$ cat config.mk
export PLATFORM = sky130hd
export DESIGN_NAME = qsys_serial_endpoint
export DESIGN_NICKNAME = d
export VERILOG_FILES = /design/src/rtl/qsys_serial_endpoint.sv
export SDC_FILE = /design/constraint.sdc
export NUM_CORES = 1
export LEC_CHECK = 0
export CAP_MARGIN = 10
export CORE_MARGIN = 2
export CORE_UTILIZATION = 50
export CTS_CLUSTER_DIAMETER = 150
export DETAILED_ROUTE_END_ITERATION = 10
export PLACE_DENSITY = 0.85
export SLEW_MARGIN = 20
export SYNTH_ARGS = -nofsm -noshare
export SYNTH_HDL_FRONTEND = slang
export SYNTH_SLANG_ARGS = --single-unit
$ cat constraint.sdc
create_clock -name csi_MCLK_clk -period 6.9 [get_ports csi_MCLK_clk]
set_input_delay 1.38 -clock csi_MCLK_clk [delete_from_list [all_inputs] [get_ports csi_MCLK_clk]]
set_output_delay 1.38 -clock csi_MCLK_clk [all_outputs]
set_load 0.05 [all_outputs]
$ cat src/rtl/qsys_serial_endpoint.sv
// Slave endpoint of the Qsys serial link: deserialises a command frame, runs one
// Avalon-MM transaction on the local bus and shifts a 32-bit response back.
module qsys_serial_endpoint #(
  parameter int unsigned ADDR_W   = 32,
  parameter int unsigned TIMEOUT  = 255,
  parameter logic [31:0] ERR_WORD = 32'hDEADBEEF
) (
  input  logic              rsi_MRST_reset,
  input  logic              csi_MCLK_clk,
  input  logic              ser_sdi,
  input  logic              ser_sle,
  output logic              ser_srdy,
  output logic              ser_sdo,
  output logic [ADDR_W-1:0] avm_local_address,
  output logic [31:0]       avm_local_writedata,
  output logic [3:0]        avm_local_byteenable,
  output logic              avm_local_write,
  output logic              avm_local_read,
  input  logic [31:0]       avm_local_readdata,
  input  logic              avm_local_waitrequest,
  output logic              frame_err,
  output logic              busy
);

  localparam int unsigned FL = 1 + ADDR_W + 32;
  localparam int unsigned CW = $clog2(FL + 1);
  localparam int unsigned WW = $clog2(TIMEOUT + 1);

  typedef enum logic [2:0] {IDLE, SHIFT_IN, CHECK, BUS_REQ, BUS_WAIT, RESP, GAP} state_t;

  state_t        state;
  logic [FL-1:0] sr;
  logic [CW-1:0] cnt;
  logic          overlong;
  logic          sle_q;
  logic          ignore;
  logic          rw;
  logic [WW-1:0] wcnt;
  logic [31:0]   resp;
  logic [4:0]    rcnt;
  logic          tmo;
  logic          sle_rise;
  logic          locked_out;
  logic [31:0]   done_word;

  assign avm_local_byteenable = 4'hF;
  assign busy       = (state != IDLE);
  assign sle_rise   = ser_sle & ~sle_q;
  assign locked_out = (state != IDLE) && (state != SHIFT_IN);
  assign tmo        = avm_local_waitrequest && (wcnt == WW'(TIMEOUT - 1));

  always_comb begin
    done_word = '0;
    if (tmo)                 done_word = ERR_WORD;
    else if (avm_local_read) done_word = avm_local_readdata;
  end

  always_ff @(posedge csi_MCLK_clk or posedge rsi_MRST_reset) begin
    if (rsi_MRST_reset) begin
      state               <= IDLE;
      sr                  <= '0;
      cnt                 <= '0;
      overlong            <= 1'b0;
      sle_q               <= 1'b0;
      ignore              <= 1'b0;
      rw                  <= 1'b0;
      wcnt                <= '0;
      resp                <= '0;
      rcnt                <= '0;
      ser_srdy            <= 1'b0;
      ser_sdo             <= 1'b0;
      avm_local_address   <= '0;
      avm_local_writedata <= '0;
      avm_local_write     <= 1'b0;
      avm_local_read      <= 1'b0;
      frame_err           <= 1'b0;
    end else begin
      sle_q     <= ser_sle;
      frame_err <= 1'b0;
      // A frame started while we are busy is flagged once and then ignored
      // until sle drops, so its tail cannot leak into IDLE as a new frame.
      if (!ser_sle) ignore <= 1'b0;
      if (locked_out && sle_rise) begin
        frame_err <= 1'b1;
        ignore    <= 1'b1;
      end
      case (state)
        IDLE: begin
          if (ser_sle && !ignore) begin
            sr       <= {{(FL-1){1'b0}}, ser_sdi};
            cnt      <= CW'(1);
            overlong <= 1'b0;
            state    <= SHIFT_IN;
          end
        end
        SHIFT_IN: begin
          if (ser_sle) begin
            if (cnt == CW'(FL)) overlong <= 1'b1;
            else begin
              sr  <= {sr[FL-2:0], ser_sdi};
              cnt <= cnt + 1'b1;
            end
          end else begin
            state <= CHECK;
          end
        end
        CHECK: begin
          if (cnt == CW'(FL) && !overlong) begin
            rw                  <= sr[FL-1];
            avm_local_address   <= sr[FL-2 -: ADDR_W];
            avm_local_writedata <= sr[31:0];
            state               <= BUS_REQ;
          end else begin
            frame_err <= 1'b1;
            state     <= IDLE;
          end
        end
        BUS_REQ: begin
          avm_local_write <= rw;
          avm_local_read  <= ~rw;
          wcnt            <= '0;
          state           <= BUS_WAIT;
        end
        BUS_WAIT: begin
          if (!avm_local_waitrequest || tmo) begin
            avm_local_write <= 1'b0;
            avm_local_read  <= 1'b0;
            ser_srdy        <= 1'b1;
            ser_sdo         <= done_word[31];
            resp            <= {done_word[30:0], 1'b0};
            rcnt            <= '0;
            if (tmo) frame_err <= 1'b1;
            state           <= RESP;
          end else begin
            wcnt <= wcnt + 1'b1;
          end
        end
        RESP: begin
          if (rcnt == 5'd31) begin
            ser_srdy <= 1'b0;
            ser_sdo  <= 1'b0;
            state    <= GAP;
          end else begin
            ser_sdo <= resp[31];
            resp    <= {resp[30:0], 1'b0};
            rcnt    <= rcnt + 5'd1;
          end
        end
        GAP:     state <= IDLE;
        default: state <= IDLE;
      endcase
    end
  end

endmodule

Fig. 1: run 1, met1 routing
Scale bar: 50 um.
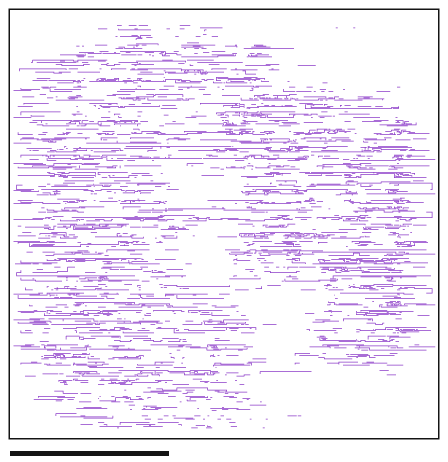
779 nets have wire on it. The wires run mostly horizontal. The layer holds 47% of the routed length. The longest straight run is 37.3 um. The layer carries 7800 um of wire.

Fig. 2: run 1, met2 routing
Scale bar: 50 um. Cells faint in the background.
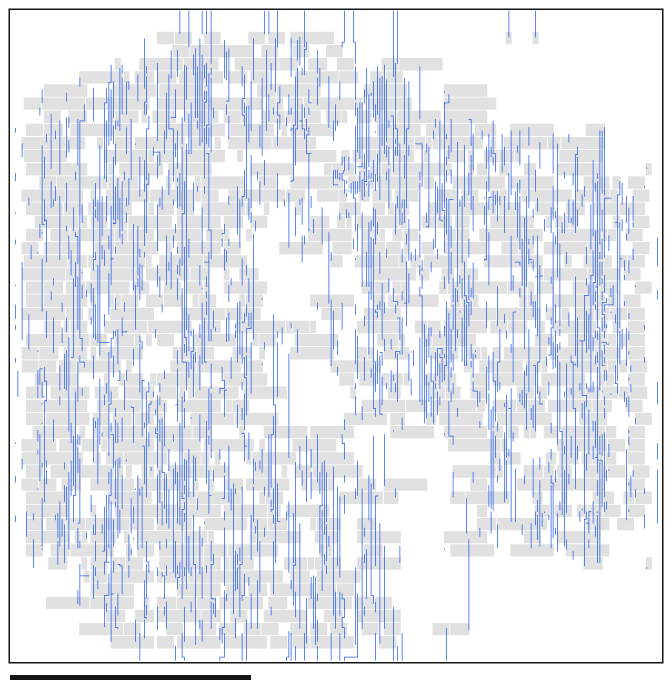
746 nets have wire on it. The layer holds 46% of the routed length. The wires run mostly vertical.
total length of routed wires: 16600 um
GR Layer Usage met2: 0.2896

Fig. 3: run 1, M3 wires
Scale bar: 50 um. Cells faint in the background.
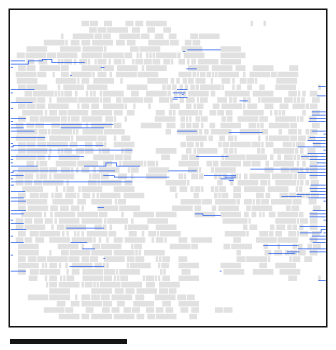
The wires run mostly horizontal. The layer holds 6.0% of the routed length. The layer carries 994 um of wire. 94 nets have wire on it. The longest straight run is 51.8 um.
via count: 5604
GR met3 Demand/Resource: 0.04880

==> COMMIT_EDITMSG, run 1 <==
Log flow metrics for this revision

- After synthesis, the design contains between 700 and 800 cells according to Yosys.
* Category of the critical setup timing path: in2reg
- Worst Reg-to-Reg Cells: 5
* Number of buffers inserted during clock tree synthesis: 17
- Tracing the worst setup path back leads to its startpoint at ser_sle.
* Number of nets with antenna violations after routing: 0
- The launch point of the worst register-to-register path is recorded as state[1].
* Area leader, netlist: sky130_fd_sc_hd__dfrtp_1
- Width of the die: approximately 130 um
* Slowest cell on crit path: sky130_fd_sc_hd__buf_4
* Gates resized, CTS repair: 0
- Result of the run: finished, final reports clean
- Counting endpoints that fail hold in the final report gives 0.
- Combined flip-flop and latch cell area: 0.004805 mm^2
- On the final layout, the worst hold slack is 0.4893 ns.
- Area of the mapped netlist: 0.008579 mm^2
- Counting every sink on the clock net gives 192.
- The design has 192 sequential cells.
* Main logic family: multiplexers
* Post-Synth Adder-Cell Area: 0.008750
- Post-route cell area: ~0.010 mm^2
- Along the critical path, the tally of buffer and inverter instances is 2.
* Critical path capture point: sr[0]
* Routed WL per cell: 15.54 um
- Clock root cell: sky130_fd_sc_hd__clkbuf_16
- Final cell utilization of the core: 0.6230
* Yosys synthesis chip area: 0.008579 mm^2
* Cell kind with the greatest summed area: registers
- Max Buffers Root-to-Sink: 2
- Dividing the final minimum period by the clock period gives 0.5417.
- Post-Synthesis Mean Instance Area: 11.53 um^2
Fig. 4: run 1, routing congestion
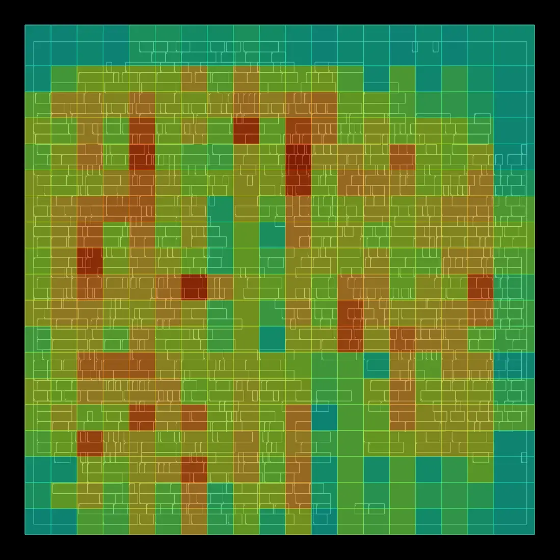

--- run 2 (diff from run 1) ---
clock period = 3.25 ns   (was 6.9 ns; I/O delays follow)
Fig. 5: run 2, routing congestion
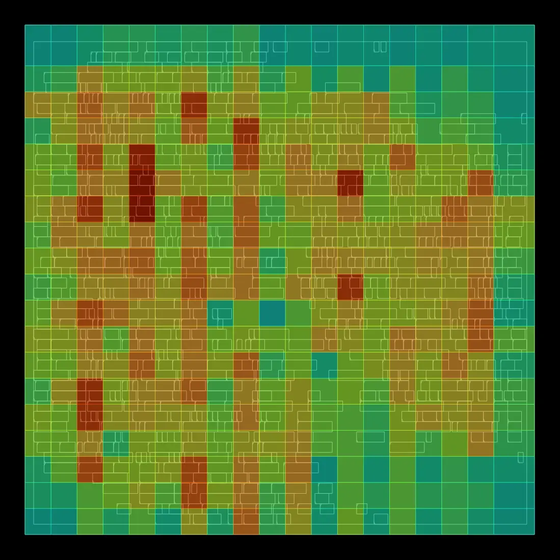
GR met3 Demand/Resource: 0.04955
Routed WL per cell: 15.66 um

Fig. 6: run 2, M4 wires
Scale bar: 50 um.
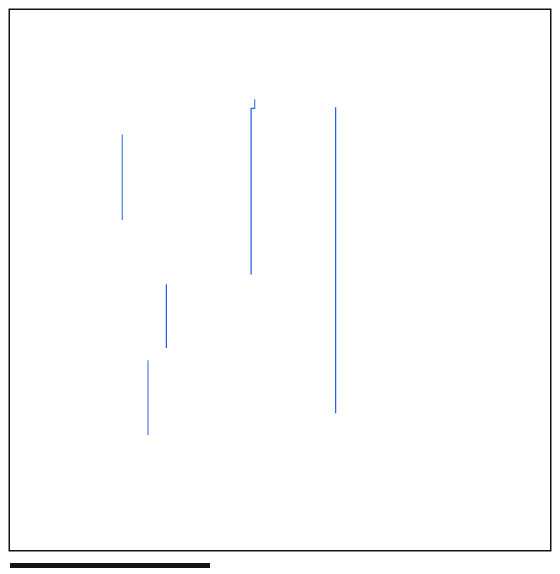
The wires run mostly vertical. The longest straight run is 76.2 um.
via count: 5710
total length of routed wires: 16790 um

==> run 2 against run 1 <==
  * Clock skew grew 0.0020 ns
  * Global-route usage grew 0.84 points
  * Utilization grew 0.25 points
  * Final area grew 0.41%
  * Sequential share of layout area shrank 0.19 points
  * Clock power grew 91%
  * Largest cell class unchanged
  * Highest routed layer unchanged
==> COMMIT_EDITMSG, run 2 <==
Log flow metrics for this revision

- The average size of a mapped cell was 11.53 um^2 (unchanged).
- The number of nets with antenna violations after detailed routing came to 0 (unchanged).
* Final critical-path share of the clock period: 0.9014
- The adder and majority gate portion of the synthesized area was 0.008750 (unchanged).
* Clock root cell: sky130_fd_sc_hd__clkbuf_16 (unchanged)
- Launch point of the worst reg-to-reg path: state[1] (unchanged)
* Flop Count: 192 (unchanged)
- The top logic cell family in the synthesized netlist is multiplexers (unchanged).
- Number of buffers inserted during clock tree synthesis: 17 (unchanged)
- The footprint of the flip-flops and latches was 0.004805 mm^2 (unchanged).
* Gates resized, CTS repair: 0 (unchanged)
- The category of the critical setup timing path was reg2out (was in2reg).
- The final core utilization came to 0.6256 (was 0.6230).
* Crit path launch: state[2] (was ser_sle)
- Yosys stat cell total: 744 (unchanged)
- The area of all placed cells without fillers was 0.01045 mm^2 (was 0.01041 mm^2).
- The horizontal extent of the die is 135.0 um (unchanged).
- Final Hold Viols: 0 (unchanged)
- Result of the run: finished, final reports clean (unchanged).
* GR Layer Usage met2: 0.3096 (was 0.2896)
- The end point of the critical path was busy (was sr[0]).
- The worst hold margin was 0.4869 ns (was 0.4893 ns).
- The post-synthesis cell area is 0.008579 mm^2 (unchanged).
- The combined buffer and inverter count along the critical path was 1 (was 2).
- The area of the core came to 0.01670 mm^2 (unchanged).
- The largest buffer count on any clock path came to 2 (unchanged).
Fig. 7: run 2, M3 wires
Scale bar: 50 um. Cells faint in the background.
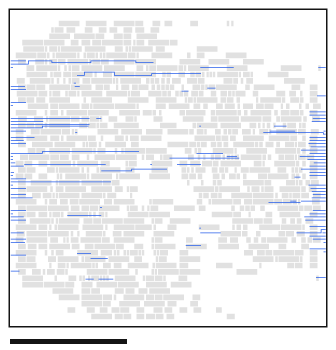
The wires run mostly horizontal. The layer carries 968 um of wire. The layer holds 5.8% of the routed length. 94 nets have wire on it. The longest straight run is 42.5 um.

Power and IR drop assume default switching activity.
